Fig. 1: run 1, M1 wires
Drawn at 3 px/micron. Supply wires on this layer in grey.
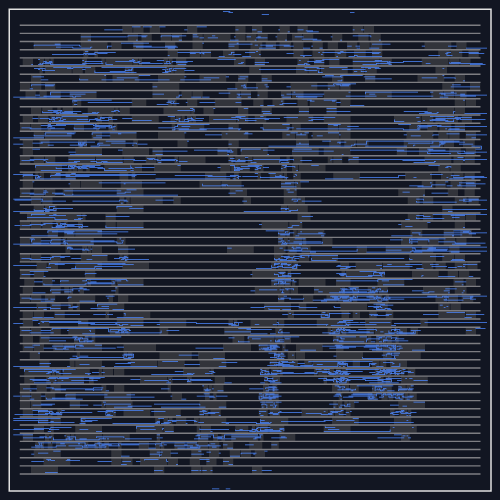
Fig. 2: run 1, the metal 2 layer
Drawn at 3 px/micron.
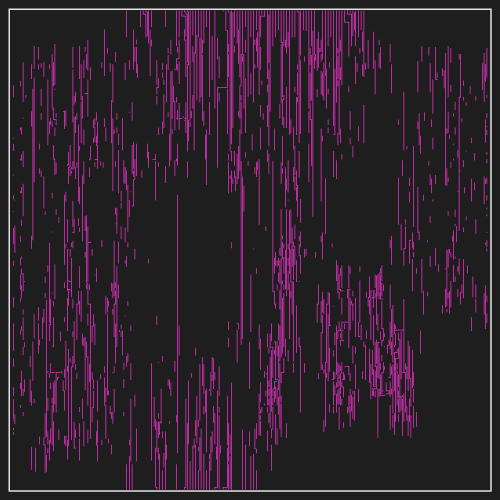
Fig. 3: run 1, met3 routing
Drawn at 4 px/micron.
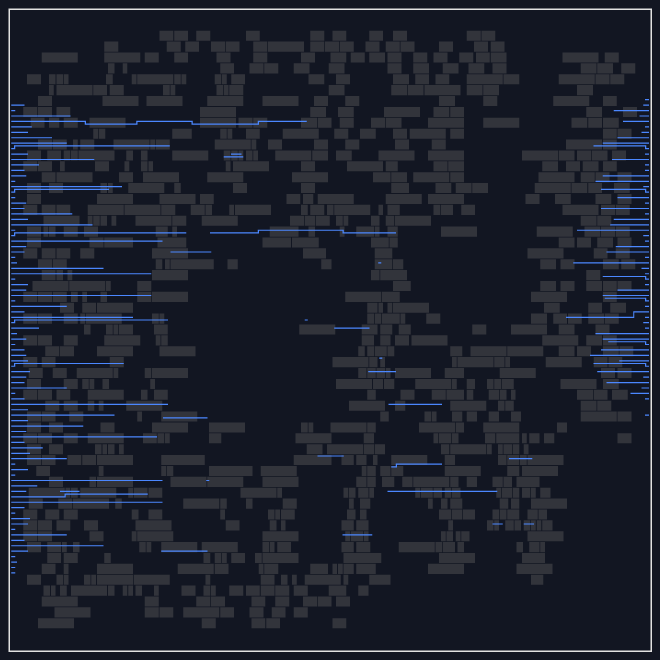
==> src/rtl/uart_core_arbiter_if.sv <==
// Signal bundle between the two CPU cores, the core arbiter and the UART register file.
// slave is the arbiter's view; master is the cores/UART environment's view.
interface uart_core_arbiter_if;
  logic        req0, req1;
  logic [1:0]  op0, op1;
  logic [31:0] wdata0, wdata1;
  logic        lock0, lock1;
  logic        ack0, ack1;
  logic [31:0] rdata;
  logic        owner;
  logic        lock_lost;
  logic        uart_tx_write, uart_rx_read, uart_sr_read;
  logic [31:0] uart_cr, uart_tdr;
  logic [31:0] uart_rdr, uart_sr;
  logic [2:0]  fsm_state;

  modport slave (
    input  req0, req1, op0, op1, wdata0, wdata1, lock0, lock1, uart_rdr, uart_sr,
    output ack0, ack1, rdata, owner, lock_lost, uart_tx_write, uart_rx_read,
           uart_sr_read, uart_cr, uart_tdr, fsm_state
  );

  modport master (
    output req0, req1, op0, op1, wdata0, wdata1, lock0, lock1, uart_rdr, uart_sr,
    input  ack0, ack1, rdata, owner, lock_lost, uart_tx_write, uart_rx_read,
           uart_sr_read, uart_cr, uart_tdr, fsm_state
  );
endinterface

==> src/rtl/uart_core_arbiter.sv <==
// Round-robin arbiter (with optional ownership lock) sharing one UART register interface
// between two cores; shapes UART strobes and owns the cr/tdr registers.
module uart_core_arbiter #(
  parameter int STROBE_W     = 2,
  parameter int SETTLE_W     = 3,
  parameter int LOCK_TIMEOUT = 1024
) (
  input logic                clk,
  input logic                rst_n,
  uart_core_arbiter_if.slave bus
);

  // Handshake: a core raises reqN with opN/wdataN/lockN stable and holds them until its
  // one-cycle ackN; there is no other flow control and the UART side never stalls.
  typedef enum logic [2:0] {
    S_IDLE   = 3'd0,
    S_GRANT  = 3'd1,
    S_STROBE = 3'd2,
    S_SETTLE = 3'd3,
    S_ACK    = 3'd4
  } state_t;

  localparam logic [3:0]  STROBE_LAST  = 4'(STROBE_W - 1);
  localparam logic [3:0]  SETTLE_LAST  = 4'(SETTLE_W - 1);
  localparam logic [15:0] TIMEOUT_LAST = 16'(LOCK_TIMEOUT - 1);
  localparam logic [1:0]  OP_TDR = 2'b00;
  localparam logic [1:0]  OP_RDR = 2'b01;
  localparam logic [1:0]  OP_SR  = 2'b10;
  localparam logic [1:0]  OP_CR  = 2'b11;

  state_t      state, state_nx;
  logic [3:0]  cnt;
  logic [15:0] idle_cnt;
  logic        owner_q, last_grant, locked, lock_q;
  logic [1:0]  op_q;
  logic [31:0] rdata_q, cr_q, tdr_q;

  logic        owner_req, other_req, cur_lock;
  logic [1:0]  cur_op;
  logic [31:0] cur_wdata;
  logic        grant_any, grant_core, timeout_hit;

  always_comb begin
    owner_req = owner_q ? bus.req1   : bus.req0;
    other_req = owner_q ? bus.req0   : bus.req1;
    cur_op    = owner_q ? bus.op1    : bus.op0;
    cur_wdata = owner_q ? bus.wdata1 : bus.wdata0;
    cur_lock  = owner_q ? bus.lock1  : bus.lock0;
  end

  always_comb begin
    grant_any  = 1'b0;
    grant_core = owner_q;
    if (locked) begin
      grant_any = owner_req;
    end else if (bus.req0 && bus.req1) begin
      grant_any  = 1'b1;
      grant_core = ~last_grant;
    end else if (bus.req0) begin
      grant_any  = 1'b1;
      grant_core = 1'b0;
    end else if (bus.req1) begin
      grant_any  = 1'b1;
      grant_core = 1'b1;
    end
  end

  assign timeout_hit = (state == S_IDLE) && locked && !owner_req && (idle_cnt == TIMEOUT_LAST);

  always_comb begin
    state_nx = state;
    case (state)
      S_IDLE:   if (grant_any) state_nx = S_GRANT;
      S_GRANT:  state_nx = S_STROBE;
      S_STROBE: if (cnt == 4'd0) state_nx = S_SETTLE;
      S_SETTLE: if (cnt == 4'd0) state_nx = S_ACK;
      // The finishing owner still holds req during ACK, so only the other core may be
      // granted straight away, and only when no lock is about to be taken.
      S_ACK:    state_nx = (!lock_q && other_req) ? S_GRANT : S_IDLE;
      default:  state_nx = S_IDLE;
    endcase
  end

  always_ff @(posedge clk or negedge rst_n) begin
    if (!rst_n) begin
      state      <= S_IDLE;
      cnt        <= '0;
      idle_cnt   <= '0;
      owner_q    <= 1'b0;
      last_grant <= 1'b1;
      locked     <= 1'b0;
      lock_q     <= 1'b0;
      op_q       <= OP_TDR;
      rdata_q    <= '0;
      cr_q       <= '0;
      tdr_q      <= '0;
    end else begin
      state <= state_nx;
      case (state)
        S_IDLE: begin
          if (grant_any) owner_q <= grant_core;
          if (locked && !grant_any) begin
            if (timeout_hit) begin
              locked   <= 1'b0;
              idle_cnt <= '0;
            end else begin
              idle_cnt <= idle_cnt + 16'd1;
            end
          end else begin
            idle_cnt <= '0;
          end
        end
        S_GRANT: begin
          op_q       <= cur_op;
          lock_q     <= cur_lock;
          last_grant <= owner_q;
          cnt        <= STROBE_LAST;
          if (cur_op == OP_TDR) tdr_q <= cur_wdata;
          if (cur_op == OP_CR)  cr_q  <= cur_wdata;
        end
        S_STROBE: begin
          // Sample in the first strobe cycle; the UART pops its FIFO only after the falling edge.
          if (cnt == STROBE_LAST) begin
            if (op_q == OP_RDR)     rdata_q <= bus.uart_rdr;
            else if (op_q == OP_SR) rdata_q <= bus.uart_sr;
          end
          cnt <= (cnt == 4'd0) ? SETTLE_LAST : cnt - 4'd1;
        end
        S_SETTLE: cnt <= cnt - 4'd1;
        S_ACK: begin
          locked   <= lock_q;
          idle_cnt <= '0;
          if (state_nx == S_GRANT) owner_q <= ~owner_q;
        end
        default: ;
      endcase
    end
  end

  assign bus.uart_tx_write = (state == S_STROBE) && (op_q == OP_TDR);
  assign bus.uart_rx_read  = (state == S_STROBE) && (op_q == OP_RDR);
  assign bus.uart_sr_read  = (state == S_STROBE) && (op_q == OP_SR);
  assign bus.ack0          = (state == S_ACK) && !owner_q;
  assign bus.ack1          = (state == S_ACK) &&  owner_q;
  assign bus.rdata         = rdata_q;
  assign bus.owner         = owner_q;
  assign bus.lock_lost     = timeout_hit;
  assign bus.uart_cr       = cr_q;
  assign bus.uart_tdr      = tdr_q;
  assign bus.fsm_state     = state;

endmodule

==> src/flat_wrapper.sv <==
// flat-port wrapper written by rule: the top's interface ports become plain ports
module uart_core_arbiter_flat 
#(
  parameter int STROBE_W     = 2,
  parameter int SETTLE_W     = 3,
  parameter int LOCK_TIMEOUT = 1024
)
  (clk, rst_n, bus_req0, bus_req1, bus_op0, bus_op1, bus_wdata0, bus_wdata1, bus_lock0, bus_lock1, bus_uart_rdr, bus_uart_sr, bus_ack0, bus_ack1, bus_rdata, bus_owner, bus_lock_lost, bus_uart_tx_write, bus_uart_rx_read, bus_uart_sr_read, bus_uart_cr, bus_uart_tdr, bus_fsm_state);
  uart_core_arbiter_if bus_i ();
  input logic clk;
  input logic rst_n;
  input wire logic [$bits(bus_i.req0)-1:0] bus_req0;
  input wire logic [$bits(bus_i.req1)-1:0] bus_req1;
  input wire logic [$bits(bus_i.op0)-1:0] bus_op0;
  input wire logic [$bits(bus_i.op1)-1:0] bus_op1;
  input wire logic [$bits(bus_i.wdata0)-1:0] bus_wdata0;
  input wire logic [$bits(bus_i.wdata1)-1:0] bus_wdata1;
  input wire logic [$bits(bus_i.lock0)-1:0] bus_lock0;
  input wire logic [$bits(bus_i.lock1)-1:0] bus_lock1;
  input wire logic [$bits(bus_i.uart_rdr)-1:0] bus_uart_rdr;
  input wire logic [$bits(bus_i.uart_sr)-1:0] bus_uart_sr;
  output wire logic [$bits(bus_i.ack0)-1:0] bus_ack0;
  output wire logic [$bits(bus_i.ack1)-1:0] bus_ack1;
  output wire logic [$bits(bus_i.rdata)-1:0] bus_rdata;
  output wire logic [$bits(bus_i.owner)-1:0] bus_owner;
  output wire logic [$bits(bus_i.lock_lost)-1:0] bus_lock_lost;
  output wire logic [$bits(bus_i.uart_tx_write)-1:0] bus_uart_tx_write;
  output wire logic [$bits(bus_i.uart_rx_read)-1:0] bus_uart_rx_read;
  output wire logic [$bits(bus_i.uart_sr_read)-1:0] bus_uart_sr_read;
  output wire logic [$bits(bus_i.uart_cr)-1:0] bus_uart_cr;
  output wire logic [$bits(bus_i.uart_tdr)-1:0] bus_uart_tdr;
  output wire logic [$bits(bus_i.fsm_state)-1:0] bus_fsm_state;
  assign bus_i.req0 = bus_req0;
  assign bus_i.req1 = bus_req1;
  assign bus_i.op0 = bus_op0;
  assign bus_i.op1 = bus_op1;
  assign bus_i.wdata0 = bus_wdata0;
  assign bus_i.wdata1 = bus_wdata1;
  assign bus_i.lock0 = bus_lock0;
  assign bus_i.lock1 = bus_lock1;
  assign bus_i.uart_rdr = bus_uart_rdr;
  assign bus_i.uart_sr = bus_uart_sr;
  assign bus_ack0 = bus_i.ack0;
  assign bus_ack1 = bus_i.ack1;
  assign bus_rdata = bus_i.rdata;
  assign bus_owner = bus_i.owner;
  assign bus_lock_lost = bus_i.lock_lost;
  assign bus_uart_tx_write = bus_i.uart_tx_write;
  assign bus_uart_rx_read = bus_i.uart_rx_read;
  assign bus_uart_sr_read = bus_i.uart_sr_read;
  assign bus_uart_cr = bus_i.uart_cr;
  assign bus_uart_tdr = bus_i.uart_tdr;
  assign bus_fsm_state = bus_i.fsm_state;
  uart_core_arbiter #(.STROBE_W(STROBE_W), .SETTLE_W(SETTLE_W), .LOCK_TIMEOUT(LOCK_TIMEOUT)) u_core (.clk(clk), .rst_n(rst_n), .bus(bus_i));
endmodule
==> config.mk <==
export PLATFORM = sky130hd
export DESIGN_NAME = uart_core_arbiter_flat
export DESIGN_NICKNAME = d
export VERILOG_FILES = /design/src/rtl/uart_core_arbiter_if.sv /design/src/rtl/uart_core_arbiter.sv /design/src/flat_wrapper.sv
export SDC_FILE = /design/constraint.sdc
export NUM_CORES = 1
export LEC_CHECK = 0
export CAP_MARGIN = 15
export CORE_MARGIN = 3
export CORE_UTILIZATION = 25
export CTS_CLUSTER_SIZE = 25
export DETAILED_ROUTE_END_ITERATION = 8
export GPL_ROUTABILITY_DRIVEN = 0
export PLACE_DENSITY = 0.47
export SKIP_CTS_REPAIR_TIMING = 1
export SYNTH_ARGS = -nofsm -noshare
export SYNTH_HDL_FRONTEND = slang
export SYNTH_SLANG_ARGS = --single-unit
export TNS_END_PERCENT = 20
==> constraint.sdc <==
create_clock -name clk -period 2.3 [get_ports clk]
set_input_delay 0.46 -clock clk [delete_from_list [all_inputs] [get_ports clk]]
set_output_delay 0.46 -clock clk [all_outputs]
set_load 0.02 [all_outputs]
==> flow_summary.json, run 1 <==
{
  "inverters": 7,
  "floorplan.core_util_pct": 25.8,
  "seq-cell-share_pct": 32.7,
  "globalRouteTotalUtil_pct": 13.8,
  "cp_max_fo": 4,
  "postPlaceCellArea_sq_um": 8900,
  "dr.max_layer_used": "met4",
  "register_area_sq_um": 3130,
  "setup_ws_ns": 0.141,
  "internal_power_uw": 7790,
  "netlist.area_leader.share_pct": 52.3,
  "nWellTaps": 313,
  "top_area_cell": "dfrtp_1",
  "crit_chain": "clkdlybuf4s50_1 -> mux2i_2 -> nand4_1 -> nor2_1 -> buf_4",
  "io_buffers": 243,
  "viasPerCell": 4.46,
  "path_buffers": 2,
  "layout-drive-gt1-share_pct": 17.5,
  "met3_length_mm": 1.57,
  "ys_warn_count": 0,
  "rows": 55,
  "ys_seq_share_pct": 52.7,
  "post-route-util_pct": 41.6,
  "required_ns": 1.84,
  "clkPwrFrac_pct": 22.9,
  "ant_nets": 0,
  "antenna_found_initial": 0,
  "antenna_cells": 0,
  "grt_use_met2_pct": 23.8,
  "area_growth_pct": 61.0,
  "largestClassByArea": "sequential cells",
  "fin_setup_tns_ns": 0,
  "criticalPathCategory": "in -> out",
  "ys_ff": 125,
  "wl_met2_mm": 8.67,
  "tightestPinTransition_ns": 0.422,
  "fin_nets": 947,
  "ff_count": 125,
  "synth.distinct_cells": 53,
  "topCellsByArea": "dfrtp_1 52%, mux2_2 12%, mux2i_1 6.4%",
  "pwr-share-comb_pct": 46.4,
  "peakVddDrop_v": 0.000518,
  "critPathCaptureType": "primary output",
  "chipHeight_microns": 160,
  "cts_tree": "done",
  "wl_per_cell_microns": 15.6,
  "met1_usage_pct": 15.5,
  "finalCritPeriodShare_pct": 93.9,
  "combGateArea_sq_um": 2650,
  "drt-initial-drc-count": 136,
  "status": "finished, final reports clean",
  "ys_area_sq_um": 5940,
  "slew_headroom_pct": 71.9,
  "layout_top_cell": "clkdlybuf4s50_1",
  "fin_hold_ws_ns": 0.427,
  "maxCapViolations": 0,
  "crit_family": "buffers and inverters",
  "cts_buffers": 17,
  "swShare_pct": 36.3,
  "cts_root_buf": "clkbuf_16",
  "stdcell_area_sq_um": 9560,
  "synth_top_cell_by_count": "dfrtp_1",
  "r2r_end": "u_core.bus.fsm_state[0]",
  "edf_count": 0,
  "dr.pass1.iters": 4,
  "final_cell_mix": "236 x clkdlybuf4s50_1, 123 x dfrtp_1, 65 x mux2_2",
  "clkTransAtPathRegs_ns": 0.06,
  "async_flop_share_pct": 100,
  "dieWidth_microns": 160,
  "ioPinCount": 244,
  "power_frac_seq_pct": 30.7,
  "logic_gates": 377,
  "powerDensity_nw_per_um2": 1280,
  "post-dp-hpwl_mm": 13.0,
  "drc_errors": 0,
  "grt-ovfl-total": 0,
  "clock_net_power_uw": 2800,
  "skew_ns": 0.0109,
  "fillCellCount": 2231,
  "rr_worst_depth": 6,
  "dieArea_sq_um": 25600
}
## Picture notes: Fig. 1
nets with wire on the layer = 821
longest straight run = 51.5 microns

## Picture notes: Fig. 2
main direction = vertical
longest straight run = 86.0 microns
Post-Route WL: 17.6 mm
DR vias: 5036

## Picture notes: Fig. 3
nets with wire on the layer = 154
main direction = horizontal
longest straight run = 42.8 microns
routing usage on met3: 5.89%

run 1: sequential cells by signal, indices dropped and copies added (netlist names), 2 cells and up:
| name | count |
|---|---|
| u_core.bus.uart_cr | 32 |
| u_core.bus.uart_tdr | 32 |
| u_core.idle_cnt | 16 |
| u_core.cnt | 4 |
| u_core.bus.fsm_state | 3 |
| u_core.op_q | 2 |
| u_core.bus.rdata | 32 |
run 1: cells by family (layout without fill, tap and decap cells):
kind of cell	Yosys count	after routing	share of synthesized area, %
muxes	104	104	18.9
buffers and inverters	40	314	3.20
AOI/OAI and AO/OA	108	108	10.9
and+or+nand+nor	155	155	12.5
xor gates and xnor gates	4	4	0.590
adders and majority gates	6	6	1.26
DFF	125	125	52.7
--- run 2 (diff from run 1) ---
--- a/config.mk
+++ b/config.mk
@@ -5,6 +5,7 @@
 export SDC_FILE = /design/constraint.sdc
 export NUM_CORES = 1
 export LEC_CHECK = 0
+export ABC_AREA = 0
 export CAP_MARGIN = 15
 export CORE_MARGIN = 3
 export CORE_UTILIZATION = 25
@@ -13,6 +14,7 @@
 export GPL_ROUTABILITY_DRIVEN = 0
 export PLACE_DENSITY = 0.47
 export SKIP_CTS_REPAIR_TIMING = 1
+export SLEW_MARGIN = 25
 export SYNTH_ARGS = -nofsm -noshare
 export SYNTH_HDL_FRONTEND = slang
 export SYNTH_SLANG_ARGS = --single-unit
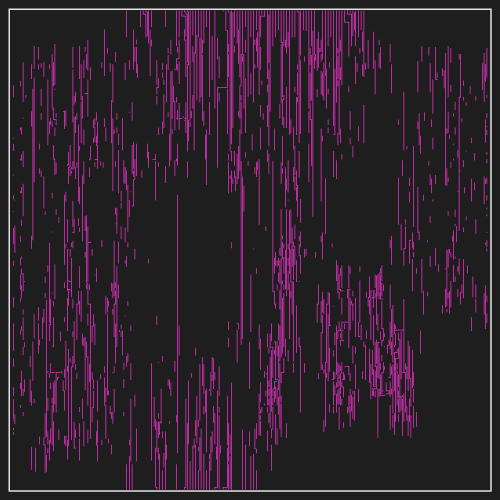
Fig. 4. The metal 2 layer (run 2).
Drawn at 3 px/micron.
share of all routed wire = 49%
main direction = vertical
wire length on this layer = 8670 microns
longest straight run = 86.0 microns

==> flow_summary.json, run 2 <==
{
  "grt_start_max_net_pins": 65,
  "leakagePower_uw": 0.00413,
  "required_ns": 1.84,
  "compound_area_share_pct": 10.9,
  "slew_headroom_pct": 71.9,
  "dr.max_layer_used": "met4",
  "routed_wirelength_mm": 17.6,
  "combGateArea_sq_um": 2650,
  "area_growth_pct": 61.0,
  "synth-adder-area-share_pct": 1.26,
  "fmax_mhz": 463,
  "viasPerCell": 4.46,
  "final_cells": 1129,
  "peakVddDrop_v": 0.000518,
  "top_logic_kind": "multiplexers",
  "postPlaceCellArea_sq_um": 8900,
  "ys_ff": 125,
  "maxCapViolations": 0,
  "topCellsByArea": "dfrtp_1 52%, mux2_2 12%, mux2i_1 6.4%",
  "syn_area_sq_um": 5940,
  "fin_hold_ws_ns": 0.427,
  "nClkBuffers": 20,
  "syn_nets": 686,
  "cts_buffers": 17,
  "tightestPinTransition_ns": 0.422,
  "ff_type": "dfrtp_1",
  "seq-cell-share_pct": 32.7,
  "rr_worst_depth": 6,
  "ys_seq_share_pct": 52.7,
  "status": "finished, final reports clean",
  "edf_count": 0,
  "fin_nets": 947,
  "met1_usage_pct": 15.5,
  "buffers_excl_clock": 275,
  "io_buffers": 243,
  "critPathArrivalTime_ns": 1.70,
  "hold_class": "in -> async",
  "buf_share_pct": 28.7,
  "layout-drive-gt1-share_pct": 17.5,
  "cts_root_buf": "clkbuf_16",
  "comb_share_pct": 27.7,
  "crit_chain": "clkdlybuf4s50_1 -> mux2i_2 -> nand4_1 -> nor2_1 -> buf_4",
  "xor_share_pct": 0.590,
  "setup_ws_ns": 0.141,
  "met3_length_mm": 1.57,
  "critPathCaptureType": "primary output",
  "top_area_cell": "dfrtp_1",
  "tool_warnings": 29,
  "drt-initial-drc-count": 136,
  "busiest_layer": "met2",
  "finalSetupViolCount": 0,
  "htree_num_levels": 4,
  "async_flop_share_pct": 100,
  "ys_warn_count": 0,
  "cp-start-kind": "input port",
  "ys_top_cells_by_count": "124 x dfrtp_1, 65 x mux2_2, 55 x nand2_1, 43 x nor2_1, 42 x o21ai_0",
  "cts_sinks": 125,
  "post-dp-hpwl_mm": 13.0,
  "layout_top_cell": "clkdlybuf4s50_1",
  "finalCritPeriodShare_pct": 93.9,
  "dr_total_vias": 5036,
  "period_needed_ns": 2.16,
  "dp.cells": 1096,
  "grt_pass1_vias": 5334,
  "synth_cells": 542,
  "grt_pass1_wl_mm": 28.5,
  "final_cell_mix": "236 x clkdlybuf4s50_1, 123 x dfrtp_1, 65 x mux2_2",
  "grt_use_met2_pct": 23.8,
  "wl_per_cell_microns": 15.6,
  "cp_max_fo": 4,
  "ff_count": 125,
  "register_area_sq_um": 3130,
  "dieWidth_microns": 160,
  "powerDensity_nw_per_um2": 1280,
  "ioPinCount": 244,
  "inverters": 7,
  "fillCellCount": 2231,
  "critPathSlowestCell": "clkdlybuf4s50_1",
  "globalRouteTotalUtil_pct": 13.8,
  "slew_violations": 0,
  "clk_share_pct": 6.48,
  "coreArea_sq_um": 23000,
  "synth.mux.area_fraction_pct": 18.9,
  "ys_sh_simple_pct": 12.5,
  "wl_met2_mm": 8.67,
  "logic_gates": 377,
  "largestClassByArea": "sequential cells",
  "cts_max_path_buffers": 2,
  "drc_errors": 0,
  "floorplan.core_util_pct": 25.8,
  "rsz0062_at_grt": "no",
  "clkTransAtPathRegs_ns": 0.06,
  "ys_area_sq_um": 5940,
  "post-route-util_pct": 41.6,
  "clk_latency_ns": 0.41,
  "criticalPathCategory": "in -> out",
  "rows": 55,
  "post-place-ws_ns": -0.389,
  "dieArea_sq_um": 25600,
  "syn_area_per_cell_sq_um": 11.0,
  "grt-ovfl-total": 0,
  "skew_ns": 0.0109,
  "p_total_uw": 12200,
  "antenna_cells": 0,
  "wl_met1_mm": 7.15,
  "dr.pass1.iters": 4,
  "chipHeight_microns": 160,
  "hold_viol_final": 0,
  "synth.distinct_cells": 53,
  "cp_slowest_stage_delay_ns": 0.44,
  "fin_setup_tns_ns": 0,
  "met3_usage_pct": 5.89,
  "nWellTaps": 313,
  "yosys_cells": 542,
  "stdcell_area_sq_um": 9560,
  "cts_tree": "done",
  "ant_nets": 0,
  "netlist.area_leader.share_pct": 52.3,
  "antenna_found_initial": 0,
  "synth_top_cell_by_count": "dfrtp_1"
}
[run 2: final timing paths]
path	slack, ns	end	from
worst max-delay path	0.14	bus_lock_lost	bus_req1
worst min-delay path	0.43	u_core.bus.uart_cr[18]	rst_n
worst max register to register	0.43	u_core.bus.fsm_state[0]	u_core.cnt[0]
worst min register to register	0.48	u_core.bus.uart_tdr[14]	u_core.bus.uart_tdr[14]
max in group asynchronous	1.23	u_core.last_grant	rst_n
min in group clk	0.48	u_core.bus.uart_tdr[14]	u_core.bus.uart_tdr[14]
[run 2: where the power goes]
part / switching, uW / internal, uW
logic: 2830 / 2850
clock network: 1030 / 1770
registers: 586 / 3170
[run 2: worst max-delay path, delay by kind of cell]
family                 cells  cell delay [ns]
buffers and inverters      2             0.60
and+or+nand+nor            2             0.38
muxes                      1             0.25
Power figures rest on the tool's default switching activity, not on a simulated workload.
